--- src/rtl/obstacle_scroller_if.sv ---
// Obstacle scroller bus: game/detector controls in, obstacle coordinates out.
interface obstacle_scroller_if;
    logic       enable;
    logic       frame_tick;
    logic       collision;
    logic [7:0] block_x;
    logic [6:0] block_y;
    logic [1:0] block_width;
    logic [1:0] block_height;
    logic       block_valid;
    logic       hit;
    logic       passed;

    // Game FSM / collision detector side
    modport master (
        output enable, frame_tick, collision,
        input  block_x, block_y, block_width, block_height, block_valid, hit, passed
    );

    // Obstacle scroller side
    modport slave (
        input  enable, frame_tick, collision,
        output block_x, block_y, block_width, block_height, block_valid, hit, passed
    );
endinterface

--- src/rtl/obstacle_scroller.sv ---
// Obstacle scroller: spawns one random-sized obstacle at the right edge,
// scrolls it left, halts it on collision and inserts a random gap after it
// leaves the screen.
// Optional feature macro OBSTACLE_SPEEDUP_EN: every 8 passed obstacles the
// move divider drops by one (floor 1); it is restored on reset or IDLE.
module obstacle_scroller #(
    parameter int unsigned SCREEN_W  = 160,
    parameter int unsigned GROUND_Y  = 100,
    parameter int unsigned STEP      = 1,
    parameter int unsigned SPEED_DIV = 2,
    parameter int unsigned GAP_MIN   = 4
) (
    input  logic               clock,
    input  logic               resetn,
    obstacle_scroller_if.slave bus
);
    localparam int unsigned X_W    = 8;
    localparam int unsigned Y_W    = 7;
    localparam int unsigned TICK_W = 4;
    localparam int unsigned GAP_W  = 8;

    localparam logic [X_W-1:0]    SPAWN_X  = X_W'(SCREEN_W - 1);
    localparam logic [X_W-1:0]    STEP_X   = X_W'(STEP);
    localparam logic [Y_W-1:0]    GROUND   = Y_W'(GROUND_Y);
    localparam logic [GAP_W-1:0]  GAP_BASE = GAP_W'(GAP_MIN);

    typedef enum logic [2:0] {
        IDLE,
        SPAWN,
        MOVE,
        GAP,
        HALT
    } state_t;

    state_t              state;
    logic [7:0]          lfsr;
    logic                lfsr_fb;
    logic [TICK_W-1:0]   tick_cnt;
    logic [GAP_W-1:0]    gap_cnt;
    logic [TICK_W-1:0]   div_m1;
    logic [1:0]          new_w;
    logic [1:0]          new_h;

    logic [X_W-1:0]      pos_x;
    logic [Y_W-1:0]      pos_y;
    logic [1:0]          size_w;
    logic [1:0]          size_h;
    logic                valid;
    logic                hit_pulse;
    logic                pass_pulse;

    // Size draw from the LFSR, zero mapped to one so the obstacle is never empty
    assign new_w   = (lfsr[1:0] == 2'd0) ? 2'd1 : lfsr[1:0];
    assign new_h   = (lfsr[3:2] == 2'd0) ? 2'd1 : lfsr[3:2];
    assign lfsr_fb = lfsr[7] ^ lfsr[5] ^ lfsr[4] ^ lfsr[3];

    // Free-running x^8+x^6+x^5+x^4+1 Fibonacci LFSR
    always_ff @(posedge clock or negedge resetn) begin
        if (!resetn) begin
            lfsr <= 8'hA5;
        end else begin
            lfsr <= {lfsr[6:0], lfsr_fb};
        end
    end

`ifdef OBSTACLE_SPEEDUP_EN
    logic [2:0]        pass_cnt;
    logic [TICK_W-1:0] eff_div;

    assign div_m1 = eff_div - TICK_W'(1);

    // Pass counter; each wrap speeds the scroll up by one divider step
    always_ff @(posedge clock or negedge resetn) begin
        if (!resetn) begin
            pass_cnt <= 3'd0;
            eff_div  <= TICK_W'(SPEED_DIV);
        end else if (!bus.enable) begin
            eff_div  <= TICK_W'(SPEED_DIV);
        end else if (pass_pulse) begin
            pass_cnt <= pass_cnt + 3'd1;
            if (pass_cnt == 3'd7 && eff_div > TICK_W'(1)) begin
                eff_div <= eff_div - TICK_W'(1);
            end
        end
    end
`else
    assign div_m1 = TICK_W'(SPEED_DIV - 1);
`endif

    // Obstacle life-cycle FSM with registered coordinates and pulses
    always_ff @(posedge clock or negedge resetn) begin
        if (!resetn) begin
            state      <= IDLE;
            pos_x      <= '0;
            pos_y      <= GROUND;
            size_w     <= 2'd0;
            size_h     <= 2'd0;
            valid      <= 1'b0;
            hit_pulse  <= 1'b0;
            pass_pulse <= 1'b0;
            tick_cnt   <= '0;
            gap_cnt    <= '0;
        end else begin
            hit_pulse  <= 1'b0;
            pass_pulse <= 1'b0;
            if (!bus.enable) begin
                state <= IDLE;
                valid <= 1'b0;
            end else begin
                case (state)
                    IDLE: begin
                        state <= SPAWN;
                    end
                    SPAWN: begin
                        size_w   <= new_w;
                        size_h   <= new_h;
                        pos_y    <= GROUND - Y_W'(new_h);
                        pos_x    <= SPAWN_X;
                        valid    <= 1'b1;
                        tick_cnt <= '0;
                        state    <= MOVE;
                    end
                    MOVE: begin
                        // Collision outranks a coincident move event
                        if (bus.collision && valid) begin
                            hit_pulse <= 1'b1;
                            state     <= HALT;
                        end else if (bus.frame_tick) begin
                            if (tick_cnt >= div_m1) begin
                                tick_cnt <= '0;
                                if (pos_x >= STEP_X) begin
                                    pos_x <= pos_x - STEP_X;
                                end else begin
                                    valid      <= 1'b0;
                                    pass_pulse <= 1'b1;
                                    gap_cnt    <= GAP_BASE + GAP_W'(lfsr[6:4]);
                                    state      <= GAP;
                                end
                            end else begin
                                tick_cnt <= tick_cnt + TICK_W'(1);
                            end
                        end
                    end
                    GAP: begin
                        if (gap_cnt == '0) begin
                            state <= SPAWN;
                        end else if (bus.frame_tick) begin
                            gap_cnt <= gap_cnt - GAP_W'(1);
                        end
                    end
                    HALT: begin
                        state <= HALT;
                    end
                    default: begin
                        state <= IDLE;
                    end
                endcase
            end
        end
    end

    assign bus.block_x      = pos_x;
    assign bus.block_y      = pos_y;
    assign bus.block_width  = size_w;
    assign bus.block_height = size_h;
    assign bus.block_valid  = valid;
    assign bus.hit          = hit_pulse;
    assign bus.passed       = pass_pulse;
endmodule

--- src/flat_wrapper.sv ---
// flat-port wrapper written by rule: the top's interface ports become plain ports
module obstacle_scroller_flat 
#(
    parameter int unsigned SCREEN_W  = 160,
    parameter int unsigned GROUND_Y  = 100,
    parameter int unsigned STEP      = 1,
    parameter int unsigned SPEED_DIV = 2,
    parameter int unsigned GAP_MIN   = 4
)
  (clock, resetn, bus_enable, bus_frame_tick, bus_collision, bus_block_x, bus_block_y, bus_block_width, bus_block_height, bus_block_valid, bus_hit, bus_passed);
  obstacle_scroller_if bus_i ();
  input  logic clock;
  input  logic resetn;
  input wire logic [$bits(bus_i.enable)-1:0] bus_enable;
  input wire logic [$bits(bus_i.frame_tick)-1:0] bus_frame_tick;
  input wire logic [$bits(bus_i.collision)-1:0] bus_collision;
  output wire logic [$bits(bus_i.block_x)-1:0] bus_block_x;
  output wire logic [$bits(bus_i.block_y)-1:0] bus_block_y;
  output wire logic [$bits(bus_i.block_width)-1:0] bus_block_width;
  output wire logic [$bits(bus_i.block_height)-1:0] bus_block_height;
  output wire logic [$bits(bus_i.block_valid)-1:0] bus_block_valid;
  output wire logic [$bits(bus_i.hit)-1:0] bus_hit;
  output wire logic [$bits(bus_i.passed)-1:0] bus_passed;
  assign bus_i.enable = bus_enable;
  assign bus_i.frame_tick = bus_frame_tick;
  assign bus_i.collision = bus_collision;
  assign bus_block_x = bus_i.block_x;
  assign bus_block_y = bus_i.block_y;
  assign bus_block_width = bus_i.block_width;
  assign bus_block_height = bus_i.block_height;
  assign bus_block_valid = bus_i.block_valid;
  assign bus_hit = bus_i.hit;
  assign bus_passed = bus_i.passed;
  obstacle_scroller #(.SCREEN_W(SCREEN_W), .GROUND_Y(GROUND_Y), .STEP(STEP), .SPEED_DIV(SPEED_DIV), .GAP_MIN(GAP_MIN)) u_core (.clock(clock), .resetn(resetn), .bus(bus_i));
endmodule
--- config.mk ---
export PLATFORM = sky130hd
export DESIGN_NAME = obstacle_scroller_flat
export DESIGN_NICKNAME = d
export VERILOG_FILES = /design/src/rtl/obstacle_scroller_if.sv /design/src/rtl/obstacle_scroller.sv /design/src/flat_wrapper.sv
export SDC_FILE = /design/constraint.sdc
export NUM_CORES = 1
export LEC_CHECK = 0
export CORE_MARGIN = 1.5
export CORE_UTILIZATION = 50
export CTS_BUF_LIST = sky130_fd_sc_hd__clkbuf_4 sky130_fd_sc_hd__clkbuf_8
export DETAILED_ROUTE_END_ITERATION = 8
export PLACE_DENSITY = 0.72
export SYNTH_ARGS = -nofsm -noshare
export SYNTH_HDL_FRONTEND = slang
export SYNTH_SLANG_ARGS = --single-unit
--- constraint.sdc ---
create_clock -name clock -period 2.64 [get_ports clock]
set_input_delay 0.528 -clock clock [delete_from_list [all_inputs] [get_ports clock]]
set_output_delay 0.528 -clock clock [all_outputs]
set_load 0.01 [all_outputs]
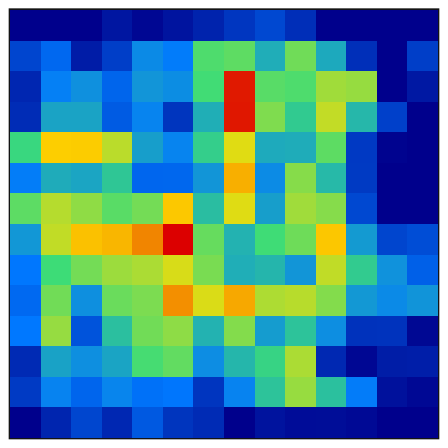
Fig. 1. Signal metal coverage by tile.
The die is cut into 14 by 14 equal tiles; dark blue is low, red is high, scaled to the fullest tile. Values are wire area over tile area, all layers added.
tiles over half the peak = 31%
fullest tile = 0.40
emptiest ninth of the die = bottom right
mean over tiles = 0.14
WL per Instance: 14.1 um
via count: 1569

==> results_dict.tcl <==
# yosys + openroad results
set metrics [dict create \
    clockBufferDepth 2 \
    r2r.worst_path.cells 5 \
    crit_path_end_kind "flop" \
    drtIter0Drc 52 \
    topCellsByArea "dfrtp_1, dfstp_2, mux2i_1" \
    gp_congestion 0.793 \
    ys_sh_adder_pct 4.10 \
    grt_util_all_layers_pct 19.7 \
    yosys_warnings 0 \
    syn_avg_cell_area_um2 10.2 \
    cts_tree "done" \
    die_h_um 68.4 \
    worstReg2RegStart "u_core.bus.block_x[0]$_DFFE_PN0P_" \
    port_buffers 22 \
    tightest_slew_ps 873 \
    crit_path_end "u_core.bus.block_valid$_DFFE_PN0P_" \
    p_switching_uw 529 \
    top_area_cell "dfrtp_1" \
    core_um2 4060 \
    synth-seq-area-share_pct 47.1 \
    power-top-group "sequential cells" \
    arrival_ps 2530 \
    peakVddDrop_mv 0.343 \
    setup_slack_ps 294 \
    comb-power_uw 422 \
    max_slew_margin_pct 41.8 \
    cp_max_fo 5 \
    grt_pass1_wl_um 6790 \
    busiest_layer "met2" \
    totalWireLength_um 4020 \
    r2r-end "u_core.bus.block_valid$_DFFE_PN0P_" \
    layout-drive-gt1-share_pct 12.3 \
    route.met3.wl_um 174 \
    yosys_area_um2 2140 \
    grtUsageMet3_pct 3.62 \
    antenna_found_initial 0 \
    use_met2_pct 29.0 \
    grt_max_degree 41 \
    vias_per_cell 5.51 \
    hp-class "input pin to asynchronous set/reset pin" \
    lay_top_cells "dfrtp_1, nand2_1, clkdlybuf4s50_1, nor2_1, inv_1" \
    p_clk_share_pct 29.5 \
    cell_internal_pwr_uw 1150 \
    met1_length_um 2080 \
    synth.logic.top_family "simple AND/OR/NAND/NOR gates" \
    fmax_mhz 426 \
    critical_path_class "flop to flop" \
    p_seq_share_pct 45.3 \
    status "finished clean" \
    fin_setup_tns_ps 0 \
    synth_area_um2 2140 \
    hold_ws_ps 349 \
    ys_sh_mux_pct 5.21 \
    p_seq_uw 762 \
    cp-start-kind "flop" \
    p_per_area_nw_per_um2 673 \
    antenna_left 0 \
    htreeDepth 2 \
    root_buffer "clkbuf_8" \
    fin_nets 246 \
    yosys_cells 209 \
    p_leak_uw 0.00101 \
    fin_crit_ps 2350 \
    die-area_um2 4680 \
    top_area_share_pct 41.0 \
    fp_util_pct 52.7 \
    slew_violations 0 \
    xor_area_share_pct 1.23 \
    cts_made_buffers 5 \
    rsz0062_at_grt "false" \
    cts_sinks 40 \
    final.setup_skew_ps 7.50 \
    ys_sh_aoi_pct 15.3 \
    hold_buffers 0 \
    syn_to_final_growth_pct 16.9 \
    dr.pass1.iters 4 \
    synthCells 209 \
    place_ws_ps 140 \
    postCtsSetupBuffers 0 \
    grt_overflow 0 \
    routed.top_layer "met4" \
]
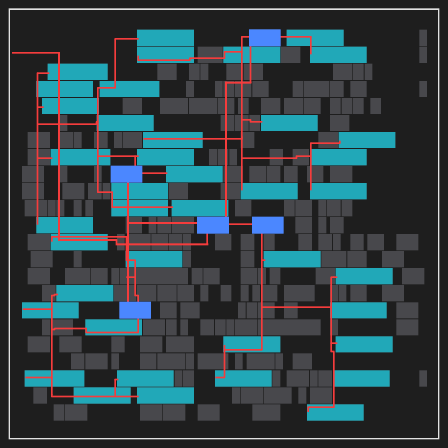
Fig. 2. Clock wires, drivers and flops.
clock wires -> red  # length 508 um
clock-net drivers -> blue  # count 5
flip-flops -> cyan  # count 40
flops lie = spread over the die
routed clock nets = 6
Clk. pwr: 497 uW
clk_lat worst skew: 290 ps

layout make-up:
cell class | count | area, um2
fill | 332 | 1560
inverter | 12 | 45.0
clock inverter | 3 | 42.5
multi-input combinational | 147 | 1010
tap | 50 | 62.6
sequential | 40 | 1010
clock buffer | 5 | 68.8
timing repair buffer | 28 | 260
worst max-delay path, stage by stage (launching register included):
cell and delay [ps]:
dfrtp_1 430, ha_1 220, or4b_4 580, or4b_4 550, o31a_1 250, o221a_1 210
metrics by stage:
stage,total power [uW],cell area [um2],util [%],instances
after floorplan,1090,2140,-,211
final,1680,2500,61.5,285
after global placement,1190,2390,58.8,277
after CTS,1700,2500,61.5,285
after global routing,1790,2500,61.5,285
after detailed placement,1190,2390,58.8,277
Power figures rest on the tool's default switching activity, not on a simulated workload.
